--- config.mk ---
export PLATFORM = sky130hd
export DESIGN_NAME = w8_wbuf
export DESIGN_NICKNAME = d
export VERILOG_FILES = /design/src/rtl/w8_pkg.sv /design/src/rtl/w8_wbuf_bank.sv /design/src/rtl/w8_wbuf.sv
export SDC_FILE = /design/constraint.sdc
export NUM_CORES = 2
export LEC_CHECK = 0
export CAP_MARGIN = 20
export CORE_AREA = 2 2 493 495
export CTS_CLUSTER_DIAMETER = 40
export CTS_CLUSTER_SIZE = 14
export DETAILED_ROUTE_END_ITERATION = 16
export DIE_AREA = 0 0 495 497
export GPL_ROUTABILITY_DRIVEN = 1
export MAX_ROUTING_LAYER = met4
export PLACE_DENSITY = 0.54
export SLEW_MARGIN = 10
export SYNTH_ARGS = -nofsm -noshare
export SYNTH_HDL_FRONTEND = slang
export SYNTH_SLANG_ARGS = --single-unit
--- constraint.sdc ---
create_clock -name clk -period 2.7 [get_ports clk]
set_input_delay 0.405 -clock clk [delete_from_list [all_inputs] [get_ports clk]]
set_output_delay 0.405 -clock clk [all_outputs]
set_load 0.02 [all_outputs]
--- src/rtl/w8_pkg.sv ---
// ----------------------------------------------------------------------------
// w8_pkg
// Shared constants and types for the w8 weight buffer.
//   DW         : weight width (signed bytes)
//   AW         : per-bank address width
//   DEPTH      : entries per bank
//   NBANK      : number of read banks serving w8
//   WBUF_WORDS : total bytes in one full load (NBANK * DEPTH)
//   state_t    : loader FSM state encoding
// ----------------------------------------------------------------------------
package w8_pkg;

    localparam int DW         = 8;
    localparam int AW         = 4;
    localparam int DEPTH      = 1 << AW;
    localparam int NBANK      = 16;
    localparam int WBUF_WORDS = NBANK * DEPTH;
    localparam int CNT_W      = 8;

    typedef enum logic [1:0] {
        IDLE = 2'd0,
        LOAD = 2'd1,
        DONE = 2'd2
    } state_t;

endpackage

--- src/rtl/w8_wbuf_bank.sv ---
// ----------------------------------------------------------------------------
// w8_wbuf_bank
// One DEPTH x DW bank: single write port, single synchronous read port.
// A read and a write to the same address in one cycle return the old data.
// Ports:
//   clk    : clock, rising edge
//   xrst   : asynchronous active-low reset (clears rdata only)
//   we     : write enable
//   waddr  : write address
//   wdata  : signed write data
//   raddr  : read address
//   rdata  : signed registered read data, one cycle after raddr
// ----------------------------------------------------------------------------
module w8_wbuf_bank #(
    parameter int DW = w8_pkg::DW,
    parameter int AW = w8_pkg::AW
) (
    input  logic                 clk,
    input  logic                 xrst,
    input  logic                 we,
    input  logic [AW-1:0]        waddr,
    input  logic signed [DW-1:0] wdata,
    input  logic [AW-1:0]        raddr,
    output logic signed [DW-1:0] rdata
);

    logic signed [DW-1:0] mem [1 << AW];

    // Storage is intentionally not reset so it maps onto plain RAM.
    always_ff @(posedge clk) begin
        if (we) begin
            mem[waddr] <= wdata;
        end
    end

    always_ff @(posedge clk or negedge xrst) begin
        if (!xrst) begin
            rdata <= '0;
        end else begin
            rdata <= mem[raddr];
        end
    end

endmodule

--- src/rtl/w8_wbuf.sv ---
// ----------------------------------------------------------------------------
// w8_wbuf
// Weight buffer for the w8 compute block. A bank-major byte stream
// (16 banks x 16 signed bytes) is loaded over a valid/ready handshake;
// each of the 16 banks answers its own read address with one-cycle latency.
// Optional feature macro: W8_WBUF_CKSUM_EN (16-bit load checksum).
// Ports:
//   clk, xrst            : clock and asynchronous active-low reset
//   load_start           : pulse in IDLE starts a 256-byte load
//   s_valid/s_ready      : stream handshake; s_data is the signed byte
//   load_busy            : high while loading
//   load_done            : one-cycle pulse after the last byte is written
//   load_cksum           : checksum of last completed load (0 if disabled)
//   wK_raddr / wK_rdata  : per-bank read address / registered read data
// ----------------------------------------------------------------------------
module w8_wbuf #(
    parameter int DW = w8_pkg::DW,
    parameter int AW = w8_pkg::AW
) (
    input  logic                 clk,
    input  logic                 xrst,
    input  logic                 load_start,
    input  logic                 s_valid,
    output logic                 s_ready,
    input  logic signed [DW-1:0] s_data,
    output logic                 load_busy,
    output logic                 load_done,
    output logic [15:0]          load_cksum,
    input  logic [AW-1:0]        w0_raddr,  w1_raddr,  w2_raddr,  w3_raddr,
    input  logic [AW-1:0]        w4_raddr,  w5_raddr,  w6_raddr,  w7_raddr,
    input  logic [AW-1:0]        w8_raddr,  w9_raddr,  w10_raddr, w11_raddr,
    input  logic [AW-1:0]        w12_raddr, w13_raddr, w14_raddr, w15_raddr,
    output logic signed [DW-1:0] w0_rdata,  w1_rdata,  w2_rdata,  w3_rdata,
    output logic signed [DW-1:0] w4_rdata,  w5_rdata,  w6_rdata,  w7_rdata,
    output logic signed [DW-1:0] w8_rdata,  w9_rdata,  w10_rdata, w11_rdata,
    output logic signed [DW-1:0] w12_rdata, w13_rdata, w14_rdata, w15_rdata
);
    import w8_pkg::*;

    state_t             state, state_nxt;
    logic [CNT_W-1:0]   cnt;
    logic               accept;
    logic               start_acc;
    logic               last_acc;
    logic [NBANK-1:0]   we_a;
    logic [AW-1:0]      raddr_a [NBANK];
    logic signed [DW-1:0] rdata_a [NBANK];

    assign accept    = s_valid && s_ready;
    assign start_acc = (state == IDLE) && load_start;
    assign last_acc  = accept && (cnt == CNT_W'(WBUF_WORDS - 1));

    always_ff @(posedge clk or negedge xrst) begin
        if (!xrst) begin
            state <= IDLE;
            cnt   <= '0;
        end else begin
            state <= state_nxt;
            if (start_acc) begin
                cnt <= '0;
            end else if (accept) begin
                cnt <= cnt + 1'b1;  // wraps to 0 after the final byte
            end
        end
    end

    // Handshake outputs decode the registered state only, never s_valid.
    always_comb begin
        state_nxt = state;
        s_ready   = 1'b0;
        load_busy = 1'b0;
        load_done = 1'b0;
        case (state)
            IDLE: begin
                if (load_start) state_nxt = LOAD;
            end
            LOAD: begin
                s_ready   = 1'b1;
                load_busy = 1'b1;
                if (last_acc) state_nxt = DONE;
            end
            DONE: begin
                load_done = 1'b1;
                state_nxt = IDLE;
            end
            default: state_nxt = IDLE;
        endcase
    end

`ifdef W8_WBUF_CKSUM_EN
    function automatic logic [15:0] sext16(input logic signed [DW-1:0] d);
        return 16'(d);
    endfunction

    logic [15:0] cksum_acc;

    // The published value is taken on the final accept so it is valid
    // in the same cycle load_done is high.
    always_ff @(posedge clk or negedge xrst) begin
        if (!xrst) begin
            cksum_acc  <= '0;
            load_cksum <= '0;
        end else begin
            if (start_acc) begin
                cksum_acc <= '0;
            end else if (accept) begin
                cksum_acc <= cksum_acc + sext16(s_data);
            end
            if (last_acc) begin
                load_cksum <= cksum_acc + sext16(s_data);
            end
        end
    end
`else
    assign load_cksum = '0;
`endif

    assign raddr_a[0]  = w0_raddr;   assign raddr_a[1]  = w1_raddr;
    assign raddr_a[2]  = w2_raddr;   assign raddr_a[3]  = w3_raddr;
    assign raddr_a[4]  = w4_raddr;   assign raddr_a[5]  = w5_raddr;
    assign raddr_a[6]  = w6_raddr;   assign raddr_a[7]  = w7_raddr;
    assign raddr_a[8]  = w8_raddr;   assign raddr_a[9]  = w9_raddr;
    assign raddr_a[10] = w10_raddr;  assign raddr_a[11] = w11_raddr;
    assign raddr_a[12] = w12_raddr;  assign raddr_a[13] = w13_raddr;
    assign raddr_a[14] = w14_raddr;  assign raddr_a[15] = w15_raddr;

    assign w0_rdata  = rdata_a[0];   assign w1_rdata  = rdata_a[1];
    assign w2_rdata  = rdata_a[2];   assign w3_rdata  = rdata_a[3];
    assign w4_rdata  = rdata_a[4];   assign w5_rdata  = rdata_a[5];
    assign w6_rdata  = rdata_a[6];   assign w7_rdata  = rdata_a[7];
    assign w8_rdata  = rdata_a[8];   assign w9_rdata  = rdata_a[9];
    assign w10_rdata = rdata_a[10];  assign w11_rdata = rdata_a[11];
    assign w12_rdata = rdata_a[12];  assign w13_rdata = rdata_a[13];
    assign w14_rdata = rdata_a[14];  assign w15_rdata = rdata_a[15];

    // Bank-major stream: upper counter nibble picks the bank, lower the entry.
    for (genvar k = 0; k < NBANK; k++) begin : g_bank
        assign we_a[k] = accept && (cnt[7:4] == 4'(k));

        w8_wbuf_bank #(.DW(DW), .AW(AW)) u_bank (
            .clk   (clk),
            .xrst  (xrst),
            .we    (we_a[k]),
            .waddr (cnt[AW-1:0]),
            .wdata (s_data),
            .raddr (raddr_a[k]),
            .rdata (rdata_a[k])
        );
    end

endmodule

**Layout detail**

The bar under the picture is 5 µm long. Region (238, 338) to (258, 358) µm. Cells in gray, sequential cells in the stronger gray; small squares are vias.
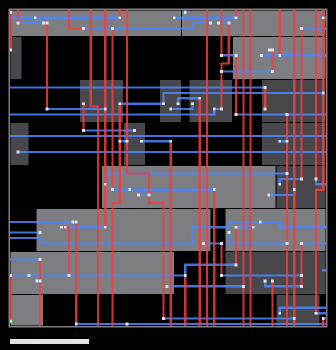
- green: met3
- blue: met1
- red: met2
- sequential cells in the window: 7
- most frequent: edfxtp_1 (7), buf_4 (3), nor2_1 (2)
- netlist names of flops here include: g_bank.u_bank.mem (7)
- cells with their middle in the window: 13

**Ports around the boundary**

The bar under the picture is 100 µm long. Pins as bars across the die edge, other pins in gray.
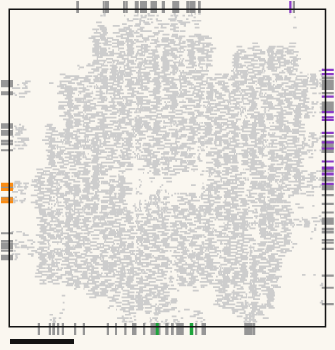
- orange: w12_rdata (pins 8; direction output; edge left)
- green: w0_raddr (pins 4; direction input; edge bottom)
- purple: load_cksum (pins 16; direction output; edge 15 right, 1 top)
port bufs: 206
Die Span Y: 497 µm
Die W: 495 µm

**Clock wiring as the flow saved it**

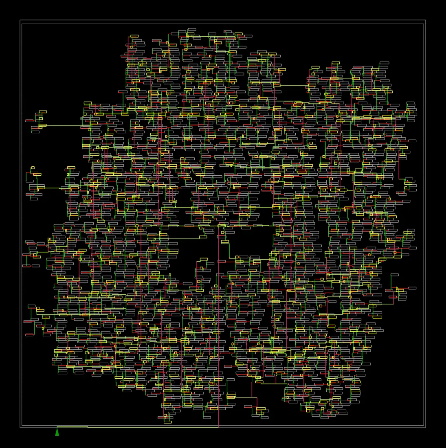
registers: 2186
Insertion Delay late pin: 0.95 ns

**Routed metal per tile**

The die is cut into 25 by 25 equal tiles; white is low, dark blue is high, scaled to the fullest tile. Values are wire area over tile area, all layers added.
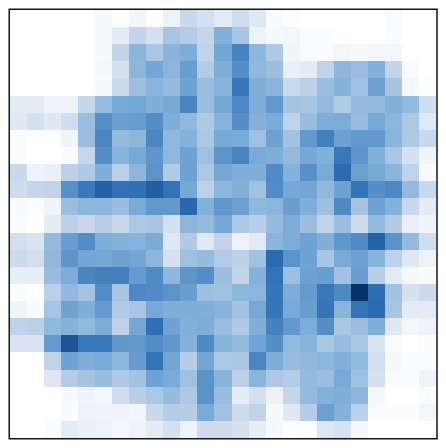
- nearly empty tiles: 14%
- tiles over half the peak: 24%
- emptiest ninth of the die: top left
- mean over tiles: 0.13
- fullest tile: 0.40

==> flow_summary.yaml <==
# physical design summary
global_routing:
  overflow: 0
  grt_pass1_vias: 42144
  grt_pass1_wl_mm: 297
  grt_busiest_layer: "met2"
yosys:
  yosys_area_um2: 84000
  synthAoiAreaFrac_pct: 2.35
  synth-xor-area-share_pct: 0.0209
  synthCells: 3749
  synthTopCellsByArea: "edfxtp_1 (73%), mux4_2 (7.9%), mux4_1 (6.8%)"
  ys.flop_type: "edfxtp_1"
  logic_family: "multiplexers"
  synth.top_cells.by_count: "edfxtp_1 (2048), mux4_2 (295), nor2_1 (266)"
  syn-cell-area_um2: 84000
  yosysWarnings: 0
  top_area_share_pct: 73.2
  ys_cells: 3749
  ys_async_sr_fraction_pct: 6.31
placed_design:
  dpl_worst_slack_ns: 0.0728
  dp_hpwl_mm: 126
  dpl-instance-area_um2: 91800
  gp_congestion: 0.785
worst_setup_path:
  critPathKind: "reg2out"
  reg2reg_slack_ns: 0.27
  critical_path_arrival_ns: 2.08
  start_kind: "register"
  worst_r2r_endpoint: "g_bank[4].u_bank.mem[1][6]"
  crit_fanout: 8
  r2r-start: "cnt[1]"
timing:
  relSlewSlack_pct: 45.0
  fmax_ghz: 0.403
  whs_ns: 0.105
  rsz0062_at_grt: "no"
  final.setup.worst_slack_ns: 0.218
  hold_viol_final: 0
  setup_viol: 0
detailed_routing:
  top_layer_used: "met4"
  num_vias: 40571
  via_per_inst: 5.07
  wl_met2_mm: 99.0
  drt-initial-drc-count: 3774
  m1WireLength_mm: 89.8
  detail_route.first_pass.iterations: 6
layout:
  diodes: 7
  inverters_excl_clock: 4
  nNetsFinal: 4619
  layout_top_cells: "edfxtp_1 (2048), buf_4 (371), clkbuf_16 (358)"
  bufAreaShareNonClock_pct: 5.76
  drive_gt1_share_pct: 28.1
  largest_class: "sequential cells"
  comb_cells: 1353
  fill_cells: 20704
  n_all_buffers: 640
clocking:
  clk_pin_slew_ns: 0.05
  clock-sinks: 2186
  cts_resized: 7
run:
  cap_viol_max_count: 0
floorplanning:
  core_um2: 240000
  rows: 180
  taps: 3185
  io_pins: 223
power_and_ir_drop:
  p_leak_nw: 35.0
run_status:
  status: "finished clean"
-- registers in the layout, indices dropped and copies added, names as in the netlist --
name and count:
g_bank.u_bank.mem 2048, g_bank.u_bank.rdata 128, cnt 8, state 2
-- critical path, stage by stage (launching register included) --
cell and delay, ns:
dfrtp_2 0.45, or2b_4 0.33, inv_1 0.07, dlygate4sd2_1 0.33
-- power by group --
group	switching (mW)	total, mW	internal, mW	leakage [nW]
Clock	16.3	44.7	28.4	5.76
Combinational	3.38	5.25	1.87	9.14
Sequential	0.239	37.8	37.6	20.1
Total	19.9	87.7	67.8	35.0
-- per-stage QoR --
step	std cells	total power [mW]
6_report	8007	87.7
4_1_cts	8000	88.8
2_1_floorplan	3764	41.1
5_1_grt	8005	90.5
3_3_place_gp	7359	43.8
3_5_place_dp	7359	43.9
No activity file was given, so power comes from the tool's default toggle rates.
